File: config.mk
export PLATFORM = sky130hd
export DESIGN_NAME = usb_tx_packet_framer
export DESIGN_NICKNAME = d
export VERILOG_FILES = /design/src/rtl/usb_pkg.sv /design/src/rtl/usb_crc16.sv /design/src/rtl/usb_tx_packet_framer.sv
export SDC_FILE = /design/constraint.sdc
export NUM_CORES = 1
export LEC_CHECK = 0
export CORE_MARGIN = 4
export CORE_UTILIZATION = 55
export CTS_BUF_LIST = sky130_fd_sc_hd__clkbuf_2
export CTS_CLUSTER_SIZE = 8
export DETAILED_ROUTE_END_ITERATION = 8
export GPL_ROUTABILITY_DRIVEN = 0
export PLACE_DENSITY = 0.87
export SLEW_MARGIN = 5
export SYNTH_ARGS = -nofsm -noshare
export SYNTH_HDL_FRONTEND = slang
export SYNTH_HIERARCHICAL = 1
export SYNTH_SLANG_ARGS = --single-unit
File: constraint.sdc
create_clock -name clk -period 6.31 [get_ports clk]
set_input_delay 0.9465 -clock clk [delete_from_list [all_inputs] [get_ports clk]]
set_output_delay 0.9465 -clock clk [all_outputs]
set_load 0.01 [all_outputs]
File: src/rtl/usb_pkg.sv
// ----------------------------------------------------------------------------
// usb_pkg
// Shared USB definitions for the TX packet framer and the RX decode path.
// Contents:
//   pid_e       - 4-bit PID codes (tokens, data, handshakes)
//   SYNC_BYTE   - first byte of every full-speed packet
//   CRC16_*     - polynomial (normal form), reflected form, initial value
//   state_t     - framer FSM state encoding
//   pid_is_data / pid_is_handshake - PID class helpers
// ----------------------------------------------------------------------------
package usb_pkg;

    typedef enum logic [3:0] {
        PID_OUT   = 4'b0001,
        PID_IN    = 4'b1001,
        PID_SETUP = 4'b1101,
        PID_DATA0 = 4'b0011,
        PID_DATA1 = 4'b1011,
        PID_ACK   = 4'b0010,
        PID_NAK   = 4'b1010,
        PID_STALL = 4'b1110
    } pid_e;

    localparam logic [7:0]  SYNC_BYTE    = 8'h80;
    localparam logic [15:0] CRC16_POLY   = 16'h8005;
    // Bits go out LSB first, so the register shifts right and uses the
    // bit-reversed polynomial.
    localparam logic [15:0] CRC16_POLY_R = 16'hA001;
    localparam logic [15:0] CRC16_INIT   = 16'hFFFF;

    typedef logic [2:0] state_t;

    localparam state_t ST_IDLE   = 3'd0;
    localparam state_t ST_SYNC   = 3'd1;
    localparam state_t ST_PID    = 3'd2;
    localparam state_t ST_DATA   = 3'd3;
    localparam state_t ST_CRC_LO = 3'd4;
    localparam state_t ST_CRC_HI = 3'd5;
    localparam state_t ST_DONE   = 3'd6;

    function automatic logic pid_is_data(input logic [3:0] pid);
        return (pid == PID_DATA0) || (pid == PID_DATA1);
    endfunction

    function automatic logic pid_is_handshake(input logic [3:0] pid);
        return (pid == PID_ACK) || (pid == PID_NAK) || (pid == PID_STALL);
    endfunction

endpackage

File: src/rtl/usb_crc16.sv
// ----------------------------------------------------------------------------
// usb_crc16
// Byte-wide USB CRC16 (x^16+x^15+x^2+1), LSB-first, one byte per clock.
// Shared between the TX framer and the RX CRC check.
// Ports:
//   clk  - system clock
//   rst  - synchronous active-high reset, loads CRC16_INIT
//   clr  - synchronous clear, loads CRC16_INIT (start of a packet)
//   en   - fold data into the register this cycle
//   data - byte to fold in
//   crc  - current register value (not inverted)
// ----------------------------------------------------------------------------
module usb_crc16
    import usb_pkg::*;
(
    input  logic        clk,
    input  logic        rst,
    input  logic        clr,
    input  logic        en,
    input  logic [7:0]  data,
    output logic [15:0] crc
);

    function automatic logic [15:0] crc16_next(input logic [15:0] c,
                                               input logic [7:0]  d);
        logic [15:0] r;
        r = c;
        for (int i = 0; i < 8; i++) begin
            if (r[0] ^ d[i]) begin
                r = (r >> 1) ^ CRC16_POLY_R;
            end else begin
                r = r >> 1;
            end
        end
        return r;
    endfunction

    always_ff @(posedge clk) begin
        if (rst || clr) begin
            crc <= CRC16_INIT;
        end else if (en) begin
            crc <= crc16_next(crc, data);
        end
    end

endmodule

File: src/rtl/usb_tx_packet_framer.sv
// ----------------------------------------------------------------------------
// usb_tx_packet_framer
// Builds a device-to-host USB packet as a byte stream for the NRZI/bit-stuff
// serializer: SYNC, PID, then for DATA0/DATA1 the payload from the TX FIFO
// followed by the inverted CRC16 (low byte, high byte).
// Build option:
//   USB_TX_LEN_CHECK_EN - when defined, a data_len above MAX_PKT_BYTES is
//                         rejected with tx_err; otherwise it is clamped.
// Ports:
//   clk, rst            - clock, synchronous active-high reset
//   tx_start            - start request (sampled in IDLE only)
//   tx_pid, data_len    - PID and payload length, latched on tx_start
//   fifo_rdata/empty    - TX FIFO head byte and empty flag
//   fifo_pop            - pops the FIFO head on a payload transfer
//   tx_byte/valid/ready - byte handshake to the serializer
//   tx_last             - marks the final byte of the packet
//   tx_busy             - packet in progress
//   tx_done             - one-cycle pulse after the final transfer
//   tx_err              - one-cycle pulse on rejected request or underrun
// ----------------------------------------------------------------------------
module usb_tx_packet_framer
    import usb_pkg::*;
#(
    parameter int MAX_PKT_BYTES = 64,
    parameter int LEN_W         = 7
)(
    input  logic             clk,
    input  logic             rst,
    input  logic             tx_start,
    input  logic [3:0]       tx_pid,
    input  logic [LEN_W-1:0] data_len,
    input  logic [7:0]       fifo_rdata,
    input  logic             fifo_empty,
    output logic             fifo_pop,
    output logic [7:0]       tx_byte,
    output logic             tx_byte_valid,
    input  logic             tx_byte_ready,
    output logic             tx_last,
    output logic             tx_busy,
    output logic             tx_done,
    output logic             tx_err
);

    localparam logic [LEN_W-1:0] MAX_LEN = LEN_W'(MAX_PKT_BYTES);

    state_t           state_q;
    state_t           state_d;
    logic [3:0]       pid_q;
    logic [LEN_W-1:0] cnt_q;
    logic [3:0]       starve_q;
    logic             underrun_q;
    logic             err_d;

    logic [LEN_W-1:0] len_eff;
    logic             len_ok;
    logic             start_ok;
    logic             accept;
    logic             xfer;
    logic             starve_hit;
    logic [15:0]      crc;
    logic [15:0]      crc_tx;

    always_comb begin
        len_eff = (data_len > MAX_LEN) ? MAX_LEN : data_len;
    end

`ifdef USB_TX_LEN_CHECK_EN
    assign len_ok = !(pid_is_data(tx_pid) && (data_len > MAX_LEN));
`else
    assign len_ok = 1'b1;
`endif

    assign start_ok = (pid_is_data(tx_pid) || pid_is_handshake(tx_pid)) && len_ok;
    assign accept   = (state_q == ST_IDLE) && tx_start && start_ok;
    assign xfer     = tx_byte_valid && tx_byte_ready;

    // Sixteen consecutive empty cycles in DATA: this cycle is the 16th.
    assign starve_hit = (state_q == ST_DATA) && fifo_empty && (starve_q == 4'hF);

    // After an underrun the CRC goes out un-inverted, i.e. bit-inverted
    // relative to the correct value, so the host rejects the packet.
    assign crc_tx = underrun_q ? crc : ~crc;

    usb_crc16 u_crc (
        .clk  (clk),
        .rst  (rst),
        .clr  (accept),
        .en   (fifo_pop),
        .data (fifo_rdata),
        .crc  (crc)
    );

    // Byte presented to the serializer, derived from state only so it holds
    // steady while the serializer stalls.
    always_comb begin
        tx_byte       = 8'h00;
        tx_byte_valid = 1'b0;
        tx_last       = 1'b0;
        fifo_pop      = 1'b0;
        case (state_q)
            ST_SYNC: begin
                tx_byte       = SYNC_BYTE;
                tx_byte_valid = 1'b1;
            end
            ST_PID: begin
                tx_byte       = {~pid_q, pid_q};
                tx_byte_valid = 1'b1;
                tx_last       = pid_is_handshake(pid_q);
            end
            ST_DATA: begin
                tx_byte       = fifo_rdata;
                tx_byte_valid = !fifo_empty;
                fifo_pop      = !fifo_empty && tx_byte_ready;
            end
            ST_CRC_LO: begin
                tx_byte       = crc_tx[7:0];
                tx_byte_valid = 1'b1;
            end
            ST_CRC_HI: begin
                tx_byte       = crc_tx[15:8];
                tx_byte_valid = 1'b1;
                tx_last       = 1'b1;
            end
            default: begin
            end
        endcase
    end

    assign tx_busy = (state_q != ST_IDLE) && (state_q != ST_DONE);
    assign tx_done = (state_q == ST_DONE);

    always_comb begin
        state_d = state_q;
        err_d   = 1'b0;
        case (state_q)
            ST_IDLE: begin
                if (tx_start) begin
                    if (start_ok) begin
                        state_d = ST_SYNC;
                    end else begin
                        err_d = 1'b1;
                    end
                end
            end
            ST_SYNC: begin
                if (xfer) state_d = ST_PID;
            end
            ST_PID: begin
                if (xfer) begin
                    if (!pid_is_data(pid_q)) begin
                        state_d = ST_DONE;
                    end else if (cnt_q == '0) begin
                        state_d = ST_CRC_LO;
                    end else begin
                        state_d = ST_DATA;
                    end
                end
            end
            ST_DATA: begin
                if (xfer && (cnt_q == LEN_W'(1))) begin
                    state_d = ST_CRC_LO;
                end else if (starve_hit) begin
                    state_d = ST_CRC_LO;
                    err_d   = 1'b1;
                end
            end
            ST_CRC_LO: begin
                if (xfer) state_d = ST_CRC_HI;
            end
            ST_CRC_HI: begin
                if (xfer) state_d = ST_DONE;
            end
            ST_DONE: begin
                state_d = ST_IDLE;
            end
            default: begin
                state_d = ST_IDLE;
            end
        endcase
    end

    // Control state: reset applies here only.
    always_ff @(posedge clk) begin
        if (rst) begin
            state_q    <= ST_IDLE;
            starve_q   <= 4'd0;
            underrun_q <= 1'b0;
            tx_err     <= 1'b0;
        end else begin
            state_q <= state_d;
            tx_err  <= err_d;
            if (accept) begin
                underrun_q <= 1'b0;
            end else if (starve_hit) begin
                underrun_q <= 1'b1;
            end
            if ((state_q == ST_DATA) && fifo_empty) begin
                starve_q <= starve_q + 4'd1;
            end else begin
                starve_q <= 4'd0;
            end
        end
    end

    // Request fields: only meaningful once a packet has been accepted.
    always_ff @(posedge clk) begin
        if (accept) begin
            pid_q <= tx_pid;
            cnt_q <= len_eff;
        end else if (fifo_pop) begin
            cnt_q <= cnt_q - LEN_W'(1);
        end
    end

endmodule

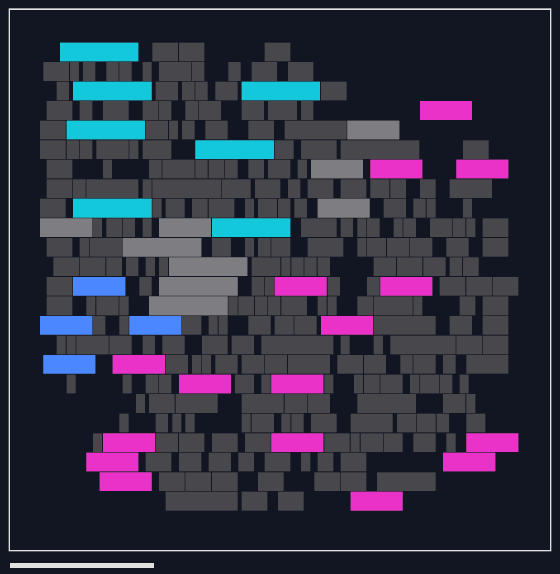
(run_1/flops_by_reg.png)
The bar under the picture is 20 um long. Other sequential cells in the stronger grey, the rest of the logic in the fainter grey.
name in the netlist	colour	placed flops
starve_q	blue	4
u_crc/crc	magenta	16
cnt_q	cyan	7
Seq area share: 28.2%
final core utilization: 67.7%
Flop area: 831 sq um
sequential power: 263 uW

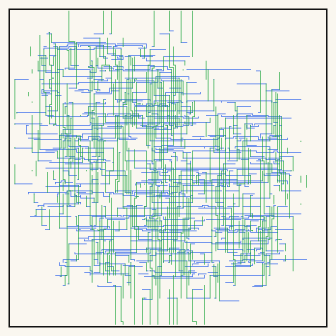
(run_1/wires.png)
Two of the layers only.
layer	colour	wire length
metal 1	blue	2460 um
metal 2	green	2750 um
Tot GR Track Use: 22.2%
Post-Route WL: 5.60 mm
DR WL/cell: 16.2 um
via count: 1941

==> results.cfg, run 1 <==
; implementation run metrics
[yosys]
ys_sh_xor_pct = 20.5
mux_area_share_pct = 5.24
yosys_warnings = 6
async_flop_share_pct = 0
ys_top_logic_family = XOR/XNOR gates
simple_gate_share_pct = 17.4

[pwr]
p_sw_share_pct = 31.1
power_density_mw_per_mm2 = 200

[global_route]
grt_max_degree = 33
grt_first_pass_wirelength_mm = 9.48

[timing]
min_period_ns = 3.65
tns_ns = 0
drv_slew = 0
maxSlewHeadroom_pct = 51.8

[clock_tree]
cts_hold_buf = 0
cts.htree.levels = 2
clockRootBuffer = clkbuf_2
cts_tree = yes

[worst_setup_path]
start_kind = flip-flop
critPathCaptureType = primary output

[run]
openroad.warnings = 27

[hold_path]
min_path_type = reg2reg

[place]
io_buffers = 37

[finish]
nClkBuffers = 6

[run_status]
outcome = finished clean

[floorplan]
core_sq_mm = 0.00435
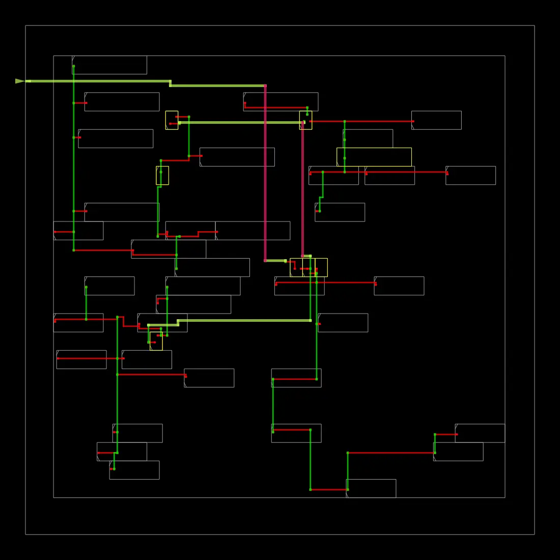
(run_1/clocks.png)
P_clk: 147 uW
number of CTS-inserted buffers: 5
# clock sinks: 36
Worst Skew: 0.0259 ns
Worst-Skew Late Latency: 0.39 ns

## run 1: metrics by stage
stage / cell area, sq um / worst slack, ns
detailed placement: 2880 / 2.74
finish: 2950 / 2.66
global placement: 2880 / 2.76
CTS: 2950 / 2.62
global route: 2950 / 2.43
floorplan: 2480 / 3.78
## run 1: layer usage
metal / share of wire (%) / GRT usage, % / vias up
met5: 0 / 0 / -
met4: 1.6 / 6.60 / 0
met3: 5.4 / 4.41 / 8
met2: 49 / 36.8 / 56
met1: 44 / 29.3 / 898
li1: - / - / 979
## run 1: flip-flops by register name, indices dropped and copies added, names as in the netlist
name	count
u_crc/crc	16
cnt_q	7
pid_q	4
starve_q	4
state_q	3
tx_err	1
underrun_q	1
## run 1: synth_stat cells (all sizes together) (5+ instances only)
library cell	number	area [sq um]
inv	12	45.0
nand3	9	50.1
xnor2	24	285
nand2	27	104
o21ai	16	80.1
a21oi	16	80.1
o211ai	5	42.5
xor2	14	130
buf	8	52.6
dfxtp	25	500
o22ai	5	31.3
edfxtp	11	330
nor2	19	78.8
mux2i	13	130
## run 1: critical path, delay by kind of cell, from the launching register on
family	cells	cell delay, ns
AND/OR/NAND/NOR	3	0.69
flip-flops	1	0.69
buffers and inverters	2	0.94
## run 1: path summary, 6_finish.rpt
check / startpoint / end / slack (ns) / depth (start not counted)
hold / removal: starve_q[0] / starve_q[0] / 0.46 / 1
setup / recovery: state_q[1] / fifo_pop / 2.66 / 5
hold reg to reg: starve_q[0] / starve_q[0] / 0.46 / 1
setup reg to reg: state_q[0] / u_crc/crc[0] / 3.81 / 9
## run 1: cells by family after synthesis
group | count (synthesis)
and+or+nand+nor | 78
adders and majority gates | 3
xor gates and xnor gates | 42
DFF | 36
muxes | 13
buffers and inverters | 23
AOI/OAI and AO/OA | 61
==> run 2: changes to the inputs <==
==> constraint.sdc (replaced) <==
create_clock -name clk -period 3.5 [get_ports clk]
set_input_delay 0.525 -clock clk [delete_from_list [all_inputs] [get_ports clk]]
set_output_delay 0.525 -clock clk [all_outputs]
set_load 0.01 [all_outputs]
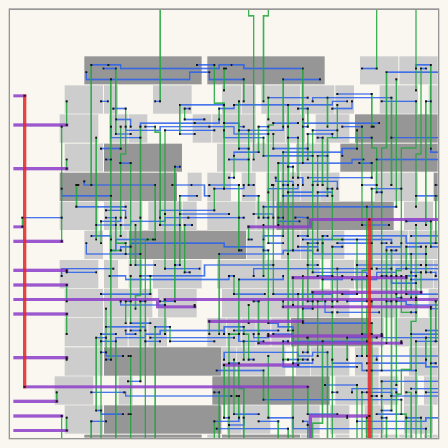
(run_2/detail.png)
Region (0, 35) to (40, 75) um. Cells in grey, sequential cells in the stronger grey; small squares are vias.
layer	colour
metal 2	green
metal 3	purple
metal 1	blue
metal 4	red
sequential cells in the window	12
cells with their middle in the window	104
netlist names of flops here include	cnt_q (7), pid_q (3)
most frequent	clkdlybuf4s50_1 (16), a21oi_1 (13), edfxtp_1 (10)

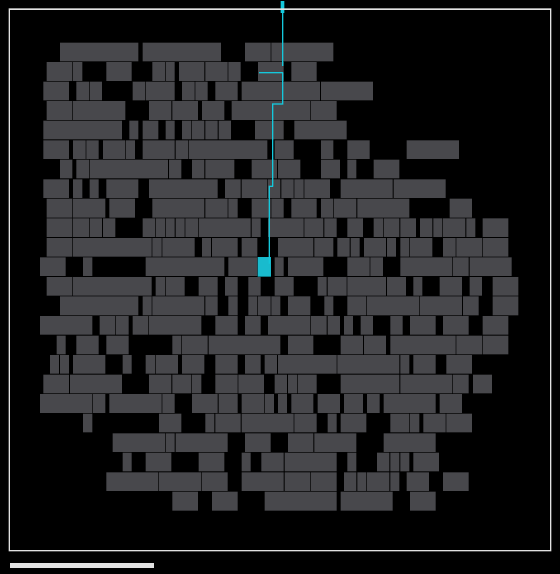
(run_2/io_fan.png)
The bar under the picture is 20 um long.
port	colour	bits	direction	end cells	buffers	wire
tx_busy	cyan	1	output	1	1	39.0 um
port buffer count: 37
Top-Level Pins: 38

==> results.cfg, run 2 <==
; implementation run metrics
[clock_tree]
cts_hold_buf = 0
cts.htree.levels = 2
cts_num_sinks = 36
clockRootBuffer = clkbuf_2
clk_latency_ns = 0.40

[global_route]
grt_usage_pct = 21.9
grt_max_degree = 32
grt_first_pass_wirelength_mm = 9.37

[finish]
utilization_pct = 67.2
regMostFlops = u_crc/crc
largestRegisters = u_crc/crc: 16 flops, cnt_q: 7 flops
largest_register_ffs = 16

[run]
openroad.warnings = 27

[yosys]
async_flop_share_pct = 0
yosysTopAreaCell = dfxtp_1
yosys-top-cells-count = nand2_1 (26), dfxtp_1 (25), nor2_1 (18)
yosys_warnings = 6
top_area_share_pct = 20.2
synthTopCellsByArea = dfxtp_1 (20%), edfxtp_1 (13%), xnor2_1 (6.0%)

[worst_setup_path]
worstReg2RegEnd = u_crc/crc[0]
timing.rr.start = state_q[1]
critPathCaptureType = primary output
cp-startpoint = state_q[0]
r2r_cells = 8
cp-endpoint = tx_byte[1]
start_kind = flip-flop

[drt]
drt-wirelength-per-cell_um = 16.1
highest_layer = met4
wl_met2_mm = 2.73
routed_wl_mm = 5.54
vias = 1985
route.met3.wl_um = 356
wl_met1_mm = 2.38

[pwr]
p_sw_share_pct = 33.7
power_density_mw_per_mm2 = 338

[hold_path]
hold_start = starve_q[0]
min_path_type = reg2reg
holdPathStages = 1
whs_endpoint = starve_q[0]

[run_status]
outcome = finished clean

[timing]
tns_ns = 0
maxSlewHeadroom_pct = 49.0
drv_slew = 0
min_period_ns = 3.05

[floorplan]
core_sq_mm = 0.00435
==> run 2: power groups by stage <==
| stage | clock network, mW | registers, mW | logic (mW) |
|---|---|---|---|
| floorplan | 0 | 0.470 | 0.221 |
| global placement | 0 | 0.493 | 0.303 |
| detailed placement | 0 | 0.494 | 0.308 |
| CTS | 0.201 | 0.485 | 0.309 |
| global route | 0.217 | 0.489 | 0.333 |
| finish | 0.195 | 0.485 | 0.309 |
==> run 2: cell type report <==
| cell class | instances | area (sq um) |
|---|---|---|
| clock buffers | 5 | 25.0 |
| inverters | 12 | 45.0 |
| clock inverters | 3 | 18.8 |
| fillers | 347 | 1430 |
| repair buffers | 40 | 393 |
| well taps | 52 | 65.1 |
| multi-input cells | 197 | 1550 |
| flip-flops and latches | 36 | 831 |
==> run 2: logic make-up (layout without fill, tap and decap cells) <==
group	after synthesis	count (layout)	share of synthesized area, %
muxes	13	13	5.24
AOI/OAI and AO/OA	61	61	17.5
xor gates and xnor gates	42	42	20.5
buffers and inverters	23	60	4.38
and+or+nand+nor	78	78	17.4
DFF	36	36	33.5
adders and majority gates	3	3	1.51
==> run 2: stage by stage <==
step	instance area [sq um]	setup WS [ns]	std cells	hold WS, ns
final	2930	0.450	345	0.466
after global routing	2930	0.240	345	0.498
after CTS	2930	0.392	345	0.473
after detailed placement	2880	0.612	337	0.446
after global placement	2880	0.750	337	0.431
after floorplan	2480	1.20	256	0.418
==> run 2: critical path, cell delays in order, from the launching register on <==
cell and delay [ns]:
dfxtp_1 0.83, buf_4 0.28, mux2i_1 0.22, xnor2_1 0.08, o22ai_1 0.16, clkdlybuf4s50_1 0.57
==> run 2: layer usage <==
layer,vias up,global-route usage (%)
met1,931,29.2
li1,984,-
met3,7,5.21
met2,63,35.7
met5,-,0
met4,0,5.83
Power is estimated from default activity; no workload was simulated.
